Figure 1. Clock network drawn from the DEF (run 1).
Scale bar: 20 µm.
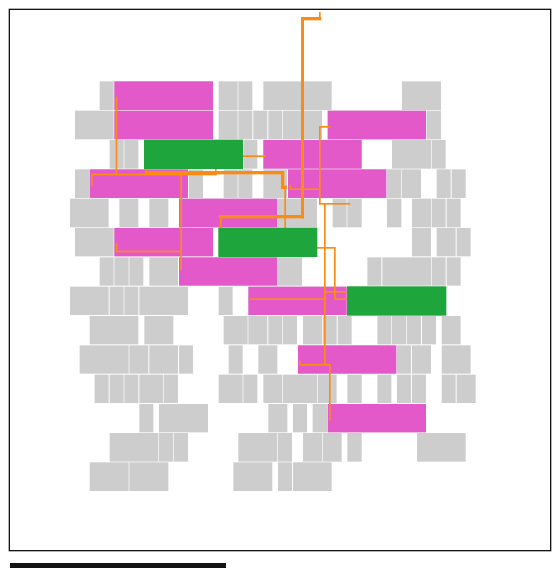
Figure 2. Wiring by layer (run 1).
Scale bar: 20 µm.
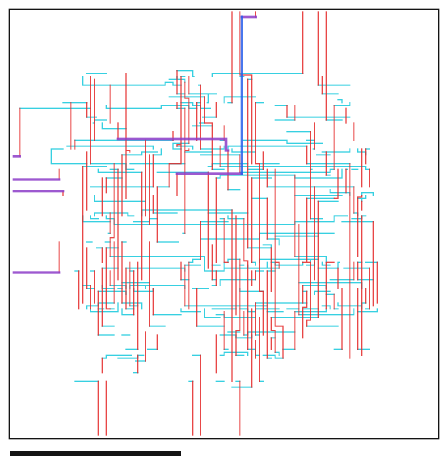
Figure 3. M3 wires (run 1).
Scale bar: 20 µm.
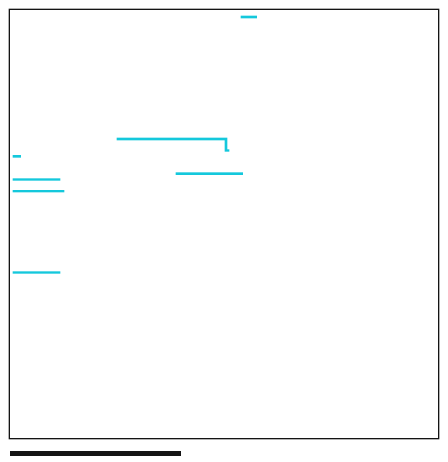
`src/rtl/reduce_gate_n.sv`:
```
// Pipelined N-input bitwise reduction (AND/OR/XOR and complements) with
// multi-beat packet accumulation between valid/ready producer and consumer.
module reduce_gate_n #(
  parameter int N_IN  = 3,
  parameter int WIDTH = 1
) (
  input  logic                  clk,
  input  logic                  rst_n,
  input  logic                  in_valid,
  output logic                  in_ready,
  input  logic [N_IN*WIDTH-1:0] in_data,
  input  logic [2:0]            in_op,
  input  logic                  in_last,
  output logic                  out_valid,
  input  logic                  out_ready,
  output logic [WIDTH-1:0]      out_data,
  output logic                  out_err
);

  typedef enum logic {IDLE, ACCUM} state_t;

  localparam logic [1:0] BASE_AND = 2'd0;
  localparam logic [1:0] BASE_OR  = 2'd1;
  localparam logic [1:0] BASE_XOR = 2'd2;

  function automatic logic [1:0] base_of(input logic [2:0] op);
    case (op)
      3'd0, 3'd3: base_of = BASE_AND;
      3'd1, 3'd4: base_of = BASE_OR;
      default:    base_of = BASE_XOR;
    endcase
  endfunction

  function automatic logic [WIDTH-1:0] fold(input logic [WIDTH-1:0] a,
                                            input logic [WIDTH-1:0] b,
                                            input logic [2:0]       op);
    case (base_of(op))
      BASE_AND: fold = a & b;
      BASE_OR:  fold = a | b;
      default:  fold = a ^ b;
    endcase
  endfunction

  state_t             state_q, state_d;
  logic [2:0]         op_q, op_d;
  logic               s1_valid_q, s1_valid_d;
  logic [WIDTH-1:0]   s1_red_q, s1_red_d;
  logic [2:0]         s1_op_q, s1_op_d;
  logic               s1_last_q, s1_last_d;
  logic               s1_first_q, s1_first_d;
  logic [WIDTH-1:0]   acc_q, acc_d;
  logic               out_valid_q, out_valid_d;
  logic [WIDTH-1:0]   out_data_q, out_data_d;
  logic               out_err_q, out_err_d;

  logic [WIDTH-1:0]   word [N_IN];
  logic [2:0]         beat_op;
  logic [WIDTH-1:0]   beat_red;
  logic               in_fire;
  logic               s2_free;
  logic               s1_advance;
  logic               s1_reserved;
  logic [WIDTH-1:0]   combined;
  logic [WIDTH-1:0]   result;

  genvar gi;
  generate
    for (gi = 0; gi < N_IN; gi++) begin : g_word
      assign word[gi] = in_data[gi*WIDTH +: WIDTH];
    end
  endgenerate

  // The op is only sampled on a packet's first beat; later beats reuse the latched op.
  assign beat_op = (state_q == IDLE) ? in_op : op_q;

  always_comb begin
    beat_red = word[0];
    for (int k = 1; k < N_IN; k++) begin
      beat_red = fold(beat_red, word[k], beat_op);
    end
  end

  assign s2_free    = !out_valid_q || out_ready;
  assign s1_advance = s1_valid_q && (!s1_last_q || s2_free);
  assign in_ready   = rst_n && (!s1_valid_q || s1_advance);
  assign in_fire    = in_valid && in_ready;

  // The first-beat flag stands in for the op's identity, so acc content is irrelevant then.
  assign combined    = s1_first_q ? s1_red_q : fold(acc_q, s1_red_q, s1_op_q);
  assign s1_reserved = (s1_op_q[2:1] == 2'b11);
  assign result      = s1_reserved ? '0 : ((s1_op_q >= 3'd3) ? ~combined : combined);

  always_comb begin
    state_d     = state_q;
    op_d        = op_q;
    s1_valid_d  = s1_valid_q;
    s1_red_d    = s1_red_q;
    s1_op_d     = s1_op_q;
    s1_last_d   = s1_last_q;
    s1_first_d  = s1_first_q;
    acc_d       = acc_q;
    out_valid_d = out_valid_q;
    out_data_d  = out_data_q;
    out_err_d   = out_err_q;

    if (in_fire) begin
      state_d    = in_last ? IDLE : ACCUM;
      if (state_q == IDLE) begin
        op_d = in_op;
      end
      s1_valid_d = 1'b1;
      s1_red_d   = beat_red;
      s1_op_d    = beat_op;
      s1_last_d  = in_last;
      s1_first_d = (state_q == IDLE);
    end else if (s1_advance) begin
      s1_valid_d = 1'b0;
    end

    if (out_ready) begin
      out_valid_d = 1'b0;
    end

    if (s1_advance) begin
      if (s1_last_q) begin
        acc_d       = '0;
        out_valid_d = 1'b1;
        out_data_d  = result;
        out_err_d   = s1_reserved;
      end else begin
        acc_d = combined;
      end
    end
  end

  always_ff @(posedge clk or negedge rst_n) begin
    if (!rst_n) begin
      state_q     <= IDLE;
      op_q        <= '0;
      s1_valid_q  <= 1'b0;
      s1_red_q    <= '0;
      s1_op_q     <= '0;
      s1_last_q   <= 1'b0;
      s1_first_q  <= 1'b0;
      acc_q       <= '0;
      out_valid_q <= 1'b0;
      out_data_q  <= '0;
      out_err_q   <= 1'b0;
    end else begin
      state_q     <= state_d;
      op_q        <= op_d;
      s1_valid_q  <= s1_valid_d;
      s1_red_q    <= s1_red_d;
      s1_op_q     <= s1_op_d;
      s1_last_q   <= s1_last_d;
      s1_first_q  <= s1_first_d;
      acc_q       <= acc_d;
      out_valid_q <= out_valid_d;
      out_data_q  <= out_data_d;
      out_err_q   <= out_err_d;
    end
  end

  assign out_valid = out_valid_q;
  assign out_data  = out_data_q;
  assign out_err   = out_err_q;

endmodule

```
`config.mk`:
```
export PLATFORM = sky130hd
export DESIGN_NAME = reduce_gate_n
export DESIGN_NICKNAME = d
export VERILOG_FILES = /design/src/rtl/reduce_gate_n.sv
export SDC_FILE = /design/constraint.sdc
export NUM_CORES = 1
export LEC_CHECK = 0
export ABC_AREA = 1
export CORE_MARGIN = 5
export CORE_UTILIZATION = 49
export CTS_BUF_LIST = sky130_fd_sc_hd__clkbuf_16
export DETAILED_ROUTE_END_ITERATION = 10
export HOLD_SLACK_MARGIN = 0.12
export MAX_ROUTING_LAYER = met4
export PLACE_DENSITY = 0.76
export SETUP_SLACK_MARGIN = 0.05
export SKIP_LAST_GASP = 1
export SYNTH_ARGS = -nofsm -noshare
export SYNTH_HDL_FRONTEND = slang
export SYNTH_SLANG_ARGS = --single-unit
export TNS_END_PERCENT = 20
```
`constraint.sdc`:
```
create_clock -name clk -period 3.7 [get_ports clk]
set_input_delay 0.555 -clock clk [delete_from_list [all_inputs] [get_ports clk]]
set_output_delay 0.555 -clock clk [all_outputs]
set_load 0.02 [all_outputs]
```
==> run summary, run 1 <==
Implementation status.

- The count of cell types in the netlist is 18.
- The number of instances in the synthesized netlist is roughly 110.
- The global routing usage on met1 is ~18%.
- The critical path is of the input port to primary output type.
- The setup fix buffers added after clock tree synthesis is 0.
- Per the OpenROAD floorplan log, the area of the die is 2510 µm².
- By area, combinational gates come first.
- Leaving out buffers and inverters, the combinational logic in the layout accounts for 408 µm².
- The wire length of the first global-routing pass is between 2000 and 3000 µm.
- The repair_antennas step left the layout with diodes totalling 0.
- The cell at the slowest stage of the critical path is sky130_fd_sc_hd__clkdlybuf4s50_1.
- After floorplanning, the core was divided into 14 placement rows.
- The highest ir drop seen on vdd is 0.401 mV.
- Following the worst setup path forward leads to its endpoint at in_ready.
- The timing report gives the biggest stage delay along the critical path as 0.60 ns.
- Sorting the Yosys area breakdown by cell type puts at the top sky130_fd_sc_hd__dfrtp_1.
- The overflow left after global routing is 0.
- Sorting the synthesis cell report by count puts at the top sky130_fd_sc_hd__nand2_1.
- The maximum fanout along the worst path is 13.
- The library cell used most frequently in the layout, excluding fill and tap cells, is sky130_fd_sc_hd__nand2_1.
- For reference, XOR and XNOR gates occupy 0% of the area reported after synthesis.
- Per the final layout report, the fraction of cells sized above drive strength 1 comes to 11.7%.
- The post-synthesis instance area is 788 µm².
- Per the OpenROAD power report, leakage power amounts to 0.549 nW.
- The global router's overall resource usage is between 10% and 20%.
- In this run, placement finished with an instance count of 140.
- The total CTS buffers is 3.
- The non-clock buffer share of cell area is 14.3%.
- Once layout is done, the placed cells without fillers occupy around 1000 µm².
- Sequential elements use 38.1% of the synthesized area.
- The final layout report lists a non-clock buffer count of 15.
- After synthesis, the largest area contributor takes up 38.1% of total cell area.
- The count of buffer and inverter cells on the critical path is 4.
- The kind of launch point of the worst setup path is an input port.
- Leaving out fill and tap cells, the most frequent cells in the layout are sky130_fd_sc_hd__nand2_1, sky130_fd_sc_hd__inv_1, sky130_fd_sc_hd__clkdlybuf4s50_1, sky130_fd_sc_hd__dfrtp_1, sky130_fd_sc_hd__o21ai_0.
- The leading power group is combinational cells.
- The run finished with clean final reports.
- In this run, the synthesized area fraction spent on and/or/nand/nor cells is recorded as between 20 and 30%.
- The internal portion of the total power is 0.000390 W.
- The synthesis run shows the most used standard cells to be sky130_fd_sc_hd__nand2_1, sky130_fd_sc_hd__inv_1, sky130_fd_sc_hd__dfrtp_1.
- The worst register-to-register path ends at s1_red_q$_DFFE_PN0P_.
- Once layout is complete, the cells apart from fillers number around 140.
- The number of enable flip-flop cells is 0.
- The post-synthesis share of cell area spent on and-or and or-and gates is roughly an eighth.
- The final estimated routing congestion in global placement is 0.776.
- The count of buffers added on input and output ports is 14.
- Yosys stat counts 110 cells in the synthesized netlist.
- The beginning of the worst hold path is out_data$_DFFE_PN0P_.
- The clock buffer count in the final layout is 3.
- The critical path goes through clkdlybuf4s50_1, buf_4, nand2_1, inv_1, clkdlybuf4s50_1.
- The post-synthesis register bit count is 12.
- Entering global routing, the biggest net connects 14 pins.
- After synthesis, the share of cell area in mux cells is 0%.
- The number of endpoints with negative hold slack in the final report is 0.
- The detailed placement HPWL is 1300 µm.
- For hold timing, the worst endpoint is out_data$_DFFE_PN0P_.
- Yosys printed 0 warnings.
Notes on Figure 1 above:
- magenta: flip-flops (count 12)
- green: clock drivers (count 3)
- orange: clock wires (length 154 µm)
- routed clock nets: 4
insertion delay of the later-clocked pin in the worst-skew pair: 0.24 ns
Clock net power: 0.000195 W
setup clock skew after layout: 0.00187 ns
Clock Power Share: 33.0%

Notes on Figure 2 above:
- purple: metal 3 (wire length 40.5 µm)
- cyan: metal 1 (wire length 714 µm)
- blue: metal 4 (wire length 18.4 µm)
- red: metal 2 (wire length 920 µm)

Notes on Figure 3 above:
- nets with wire on the layer: 6
- longest straight run: 12.6 µm
- main direction: horizontal
met3 capacity usage during global routing: 4.82%
final routed wirelength across all metal layers: 1690 µm
vias after detailed routing: 718

## run 1: tightest hold or removal path: cells and delay by family (launching register included)
family	cells	cell delay [ns]
DFF	1	0.33
and+or+nand+nor	2	0.11
## run 1: stage by stage
| stage | utilization, % | hold WS, ns | total power (W) | setup slack, ns |
|---|---|---|---|---|
| 4_1_cts | 67.6 | 0.484 | 0.000598 | 1.18 |
| 6_report | 67.6 | 0.480 | 0.000592 | 1.20 |
| 3_3_place_gp | 62.4 | 0.471 | 0.000387 | 1.20 |
| 2_1_floorplan | - | 0.259 | 0.000325 | 1.83 |
| 5_1_grt | 67.6 | 0.499 | 0.000636 | 1.08 |
| 3_5_place_dp | 62.4 | 0.473 | 0.000395 | 1.19 |
Figure 4. Ports around the boundary (run 1).
Pins as bars across the die edge, other pins in grey.
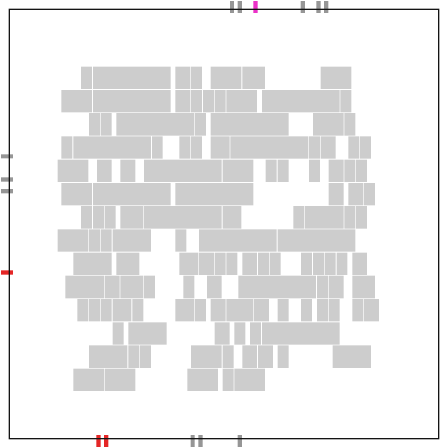

==> run 2, diff against run 1 <==
- clock period: 3.7 -> 2.5 ns (I/O delays scaled with it)
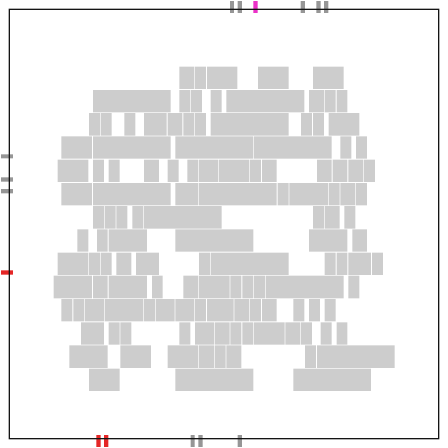
Figure 5: run 2, ports around the boundary.
Pins as bars across the die edge, other pins in grey.
- magenta: clk (pins 1; direction input; edge top)
- red: in_data (pins 3; direction input; edge 2 bottom, 1 left)
- all pins by edge: 6 top, 5 bottom, 4 left
I/O Buffers: 14
Die Ht: 50.1 µm
die width: 50.1 µm

==> run 2 against run 1 <==
Compared with the run above:
- sequential share of layout area did not move
- highest routed layer unchanged
- routed wire length fell by 4.3%
- largest power group unchanged
- combinational power is 47% higher
- first-iteration DRC count rose to 2.5 times the previous value
- clock power increased by 49%
- critical path depth increased by 1
- power up 48%
- clock skew rose by 0.0020 ns
- critical endpoint unchanged
==> run summary, run 2 <==
Implementation status.

- IR analysis of the VDD net gives a maximum drop of 0.463 mV.
- The timing report shows the most common cell along the critical path to be sky130_fd_sc_hd__clkdlybuf4s50_1.
- The die covers around 2500 µm².
- Per the layout area report, the combinational gate area comes to 408 µm².
- In the synthesized netlist, the number of instances is roughly 110.
- Data on the critical path is required at its endpoint by about 2.1 ns.
- After synthesis, the design contains between 100 and 150 cells according to Yosys.
- The library cell used most frequently in the layout, excluding fill and tap cells, is sky130_fd_sc_hd__nand2_1.
- The HPWL after detailed placement is 1270 µm.
- After synthesis, the largest area contributor takes up 38.1% of total cell area.
- The area fraction in and, or, nand and nor cells after synthesis is just under 30%.
- Non-clock buffering takes up 14.3% of total cell area after layout.
- For reference, the critical path cell chain is clkdlybuf4s50_1, nor2_1, nand3_1, nand2_1, inv_1, clkdlybuf4s50_1.
- The wire length of the first global-routing pass is 2770 µm.
- The combinational gate power is 0.000299 W.
- The setup fix buffers added after clock tree synthesis is 0.
- The worst register-to-register path has a depth of 13.
- The number of rows in the core area is 14.
- Global routing used roughly 15% of the available tracks.
- In the final layout, the clock buffer count is 3.
- The overflow left after global routing is 0.
- The fraction of the yosys area taken by sequential cells is 38.1%.
- The number of maximum-capacitance violations recorded for the run is 0.
- The count of cell types in the netlist is 18.
- Yosys mapped a number of flops with a built-in enable equal to 0.
- Clock latency on the worst-skew pair, taken at its later pin, is approximately 0.24 ns.
- Across the whole layout, storage elements make up between 20% and 30% of the cell area.
- The cell at the slowest stage of the critical path is sky130_fd_sc_hd__clkdlybuf4s50_1.
- The slack of the critical path is 0.426 ns.
- Cell internal power was estimated by the tool at 0.000577 W.
- The final timing report lists a hold violation count of 0.
- Sorting the synthesized cells by area gives the leading types as sky130_fd_sc_hd__dfrtp_1, sky130_fd_sc_hd__nand2_1, sky130_fd_sc_hd__ha_1.
- CTS reports a maximum clock tree buffer depth of 2.
- The routed wirelength on the met1 layer is recorded as between 700 and 800 µm.
- The non-clock buffer count in the final layout is 15.
- STA classifies the critical path startpoint as an input port.
- Once synthesis finished, the tally of register bits stood at 12.
- The initial cell density of the core is 51.7%.
- The number of global-route vias before repair came to 656.
- The clock slew at the register clock pins of the worst setup and hold paths is 0.04 ns.
- The worst setup path is of the input port to primary output kind.
- Before CTS, the worst setup slack after placement is approximately 0.2 ns.
- The most used standard cell by instance count after synthesis is sky130_fd_sc_hd__nand2_1.
- Per the area breakdown, the dominant cell category is combinational gates.
- In this run, the clock network consumes roughly 33% of the power.
- For reference, the top cells by count after synthesis are sky130_fd_sc_hd__nand2_1, sky130_fd_sc_hd__inv_1, sky130_fd_sc_hd__dfrtp_1.
- The xor and xnor area share after synthesis is 0%.
- The utilization of the core after routing is about two thirds.
- The largest single stage delay on the critical path is 0.60 ns.
- The final cycle utilization of the critical path is between 80 and 90%.
- The run finished with clean final reports.
- The share of layout cells above drive strength 1 is 11.7%.
- The count of cells in the finished layout, fillers not included, comes to 144.
- The Yosys warning count is 0.
- 0 antenna diodes ended up in the layout.
- Summed over all instances, the cell type with the most area after synthesis is sky130_fd_sc_hd__dfrtp_1.
- In this run the worst path has a maximum fanout of 2.
- The cell leakage power is 0.549 nW.
- Multiplexer cells account for 0% of the synthesized area.
- After Yosys synthesis, AND-OR and OR-AND compound gates account for around 13% of the synthesized area.
- The global routing usage on met1 is between 10% and 20%.
- The final instance area is 1030 µm².
- The final estimated routing congestion in global placement is roughly 0.74.
- The antenna violation net count after detailed routing is 0.
- The final power report lists total power as 0.000873 W.
- In the layout the commonest cells are sky130_fd_sc_hd__nand2_1, sky130_fd_sc_hd__inv_1, sky130_fd_sc_hd__clkdlybuf4s50_1, sky130_fd_sc_hd__dfrtp_1, sky130_fd_sc_hd__o21ai_0.
- The instance count after placement with tap cells included is 140.
- The biggest slice of the total power is consumed by combinational cells.
- The pin count of the biggest net entering global routing is 14.
- Power attributed to sequential cells is 0.000283 W.
- The post-synthesis instance area is roughly 790 µm².
- The worst setup skew after layout is 0.00389 ns.
- Final hold analysis gives a worst-case slack of 0.486 ns.
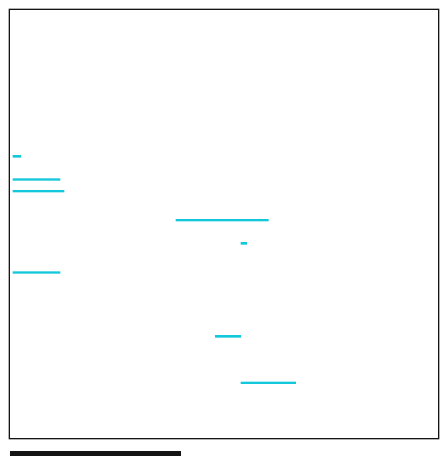
Figure 6: run 2, M3 wires.
Scale bar: 20 µm.
- wire length on this layer: 36.8 µm
- share of all routed wire: 2.3%
- main direction: horizontal
met3 capacity usage during global routing: 3.61%
vias after detailed routing: 717
final routed wirelength across all metal layers: 1620 µm

-- run 2: cell counts after synthesis --
Identical to the previous run, type by type.
-- run 2: path summary, 6_finish.rpt --
check,startpoint,endpoint,slack [ns]
setup / recovery,out_ready,in_ready,0.43
hold / removal,out_data$_DFFE_PN0P_,out_data$_DFFE_PN0P_,0.49
setup reg to reg,state_q$_DFFE_PN0P_,s1_red_q$_DFFE_PN0P_,0.54
hold reg to reg,out_data$_DFFE_PN0P_,out_data$_DFFE_PN0P_,0.49
max in group asynchronous,rst_n,out_err$_DFFE_PN0P_,1.85
min in group asynchronous,rst_n,acc_q$_DFFE_PN0P_,0.50
-- run 2: critical path: cells and delay by family --
family	cells	cell delay, ns
buffers and inverters	3	1.13
and+or+nand+nor	3	0.20
Figure 7. Clock network drawn from the DEF (run 2).
Scale bar: 20 µm.
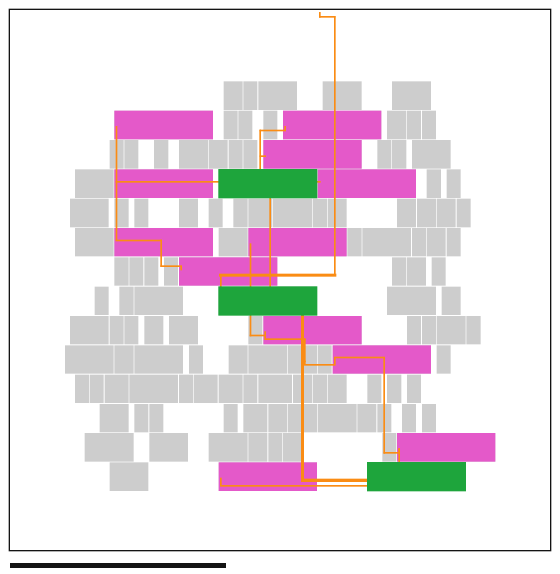

==> run 3, diff against run 2 <==
- CORE_ASPECT_RATIO: unset -> 1.25
- CORE_UTILIZATION: 49 -> 45
- PLACE_DENSITY: 0.76 -> 0.73
- clock period: 2.5 -> 1.83 ns (I/O delays scaled with it)
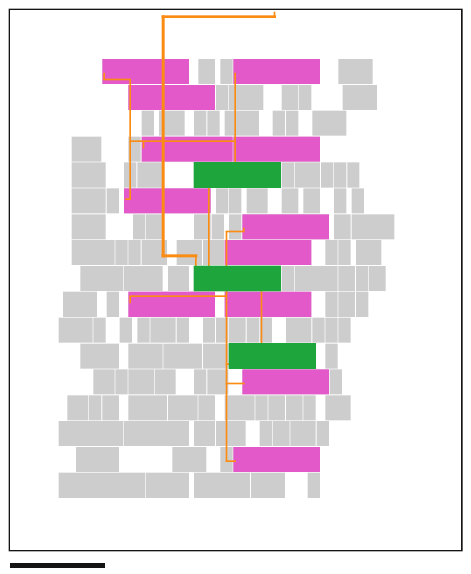
Figure 8: run 3, clock network drawn from the DEF.
Scale bar: 10 µm.
- magenta: flip-flops (count 12)
- orange: clock wires (length 159 µm)
- green: clock drivers (count 3)
- routed clock nets: 4
setup clock skew after layout: 0.00210 ns
insertion delay of the later-clocked pin in the worst-skew pair: 0.23 ns
Clock net power: 0.000384 W

==> run 3 against run 2 <==
Compared with the run above:
- the flow now finishes with violations (setup timing)
- power up 51%
- die size is 7.3% higher
- first-iteration DRC count is 13% higher
- synthesized area stayed put
- register-to-register slack lost 0.57 ns
- sequential power is 34% higher
- largest power group unchanged
==> run summary, run 3 <==
Implementation status.

- The flow ran to the end, but the final reports show violations.
- The checks that failed: setup timing.
- The number of buffer cells added on primary ports is 14.
- After synthesis the netlist holds a flip-flop and latch count of 12.
- Yosys mapped the design onto 18 distinct sky130hd cell types.
- Counting plain and timing-repair buffers in the layout gives 23.
- The floorplan die width is roughly 47 µm.
- After layout, the worst setup slack is -0.0342 ns.
- The met3 routing resource usage after global routing is 2.88%.
- The power consumption is 0.00132 W.
- The critical path in this run is classified as flip-flop to flip-flop.
- The power report puts the leakage power at about 0.63 nW.
- The vertical die dimension is 56.8 µm.
- The pin count of the biggest net entering global routing is 13.
- Cells with a size suffix above 1 make up 26.7% of the layout.
- The setup slack after placement is -0.398 ns.
- The highest ir drop seen on vdd is 0.640 mV.
- On the worst setup and hold paths after CTS, the clock-pin slew comes to 0.04 ns.
- The combinational gate power is 0.000555 W.
- The depth of the worst register-to-register path is 14.
- The warning tally printed by Yosys for this design is 0.
- The cell class ranked first by area is combinational gates.
- The detailed placement HPWL is 1370 µm.
- The combinational cell area excluding buffers and inverters is approximately 500 µm².
- The count of max-cap constraint violations is 0.
- The setup fix buffers added after clock tree synthesis is 0.
- The antenna diode count is 0.
- The share of the Yosys chip area taken by registers is 38.1%.
- The number of instances in the synthesized netlist is 110.
- The most frequently placed logic cell in the final layout is sky130_fd_sc_hd__nand2_1.
- The post-route met1 wirelength is 725 µm.
- Looking at the critical path, the highest net fanout was 8.
- The count of buffer and inverter cells on the critical path is 2.
- The STA report counts the stages on the worst setup path as 14.
- OpenSTA lists the critical path endpoint as s1_red_q$_DFFE_PN0P_.
- The critical path startpoint is state_q$_DFFE_PN0P_.
- Yosys reports that the leading cell type by area covers 38.1% of the netlist area.
- Per the gpl log, the routability congestion estimate is 0.821.
- The share of the core area taken by cells at floorplan is 45.8%.
- The final cycle utilization of the critical path is 102%.
- The final instance area is 1180 µm².
- The global routing usage on met1 is 16.9%.
- The terminus of the critical flop-to-flop path is s1_red_q$_DFFE_PN0P_.
- The sequential share of cell area is 25.5%.
- The non-clock buffer share of cell area is 17.7%.
- On the critical path the largest part of the delay comes from simple AND/OR/NAND/NOR gates.
- CTS reports a maximum clock tree buffer depth of 2.
- The number of standard cells reported by yosys is between 100 and 150.
- The leading power group is combinational cells.
- The worst setup path is launched from a flip-flop.
- Across all register-to-register paths, the minimum setup slack is -0.03 ns.
- For reference, the top cells by area after synthesis are sky130_fd_sc_hd__dfrtp_1, sky130_fd_sc_hd__nand2_1, sky130_fd_sc_hd__ha_1.
- The cell at the slowest stage of the critical path is sky130_fd_sc_hd__dfrtp_2.
- The instance count after placement with tap cells included is ~150.
- Per the finish-stage timing summary, setup violations number 1.
- The most critical hold endpoint after final layout shows a slack of between 0.4 and 0.5 ns.
- Walking the worst path, the cells encountered are inv_4, nand2_2, o21ai_2, nand2_2, nand2_2, nand2_4, nor3b_4, nor2_4, inv_2, ha_4, nand2_2, nand3_2, nand2_1, nand2_1.
- The share of total power in the clock network is 29.2%.
- The largest total area in the synthesized netlist belongs to sky130_fd_sc_hd__dfrtp_1.
- The cell repeated most along the worst path is sky130_fd_sc_hd__nand2_2.
- Counting instances in the post-synthesis netlist gives the leading cell types as sky130_fd_sc_hd__nand2_1, sky130_fd_sc_hd__inv_1, sky130_fd_sc_hd__dfrtp_1.
- The floorplan has 17 rows.
- The overflow left after global routing is 0.
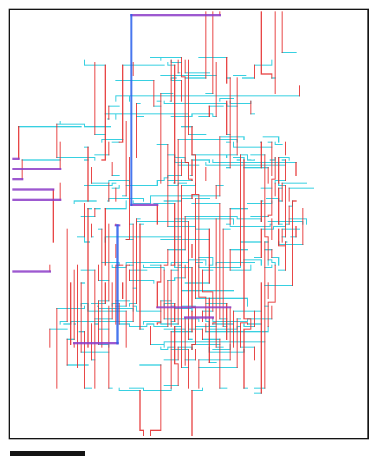
Figure 9: run 3, wiring by layer.
Scale bar: 10 µm.
- blue: metal 4 (wire length 40.8 µm)
- cyan: metal 1 (wire length 726 µm)
- red: metal 2 (wire length 1080 µm)
- purple: metal 3 (wire length 58.9 µm)
final routed wirelength across all metal layers: 1910 µm
total routing resource utilization after global routing: 15.7%
vias after detailed routing: 776
routed length per placed instance: 12.4 µm

==> run 3: cell count changes in the layout (fill, tap and decap cells not counted), moves of 2 or more <==
cell	before	now
sky130_fd_sc_hd__clkdlybuf4s50_1	14	12
sky130_fd_sc_hd__o21ai_0	7	5
sky130_fd_sc_hd__nand2_4	0	3
sky130_fd_sc_hd__nand2_1	37	32
sky130_fd_sc_hd__nand2_2	3	5
sky130_fd_sc_hd__o21ai_2	1	3
sky130_fd_sc_hd__buf_4	1	9
==> run 3: kinds of logic after synthesis <==
kind of cell / after synthesis / share of synthesized area [%]
AND-OR/OR-AND: 18 / 12.7
flip-flops: 12 / 38.1
AND/OR/NAND/NOR: 53 / 29.5
buffers and inverters: 21 / 10.2
adder cells (fa/ha/maj): 6 / 9.52
Power and IR drop assume default switching activity.
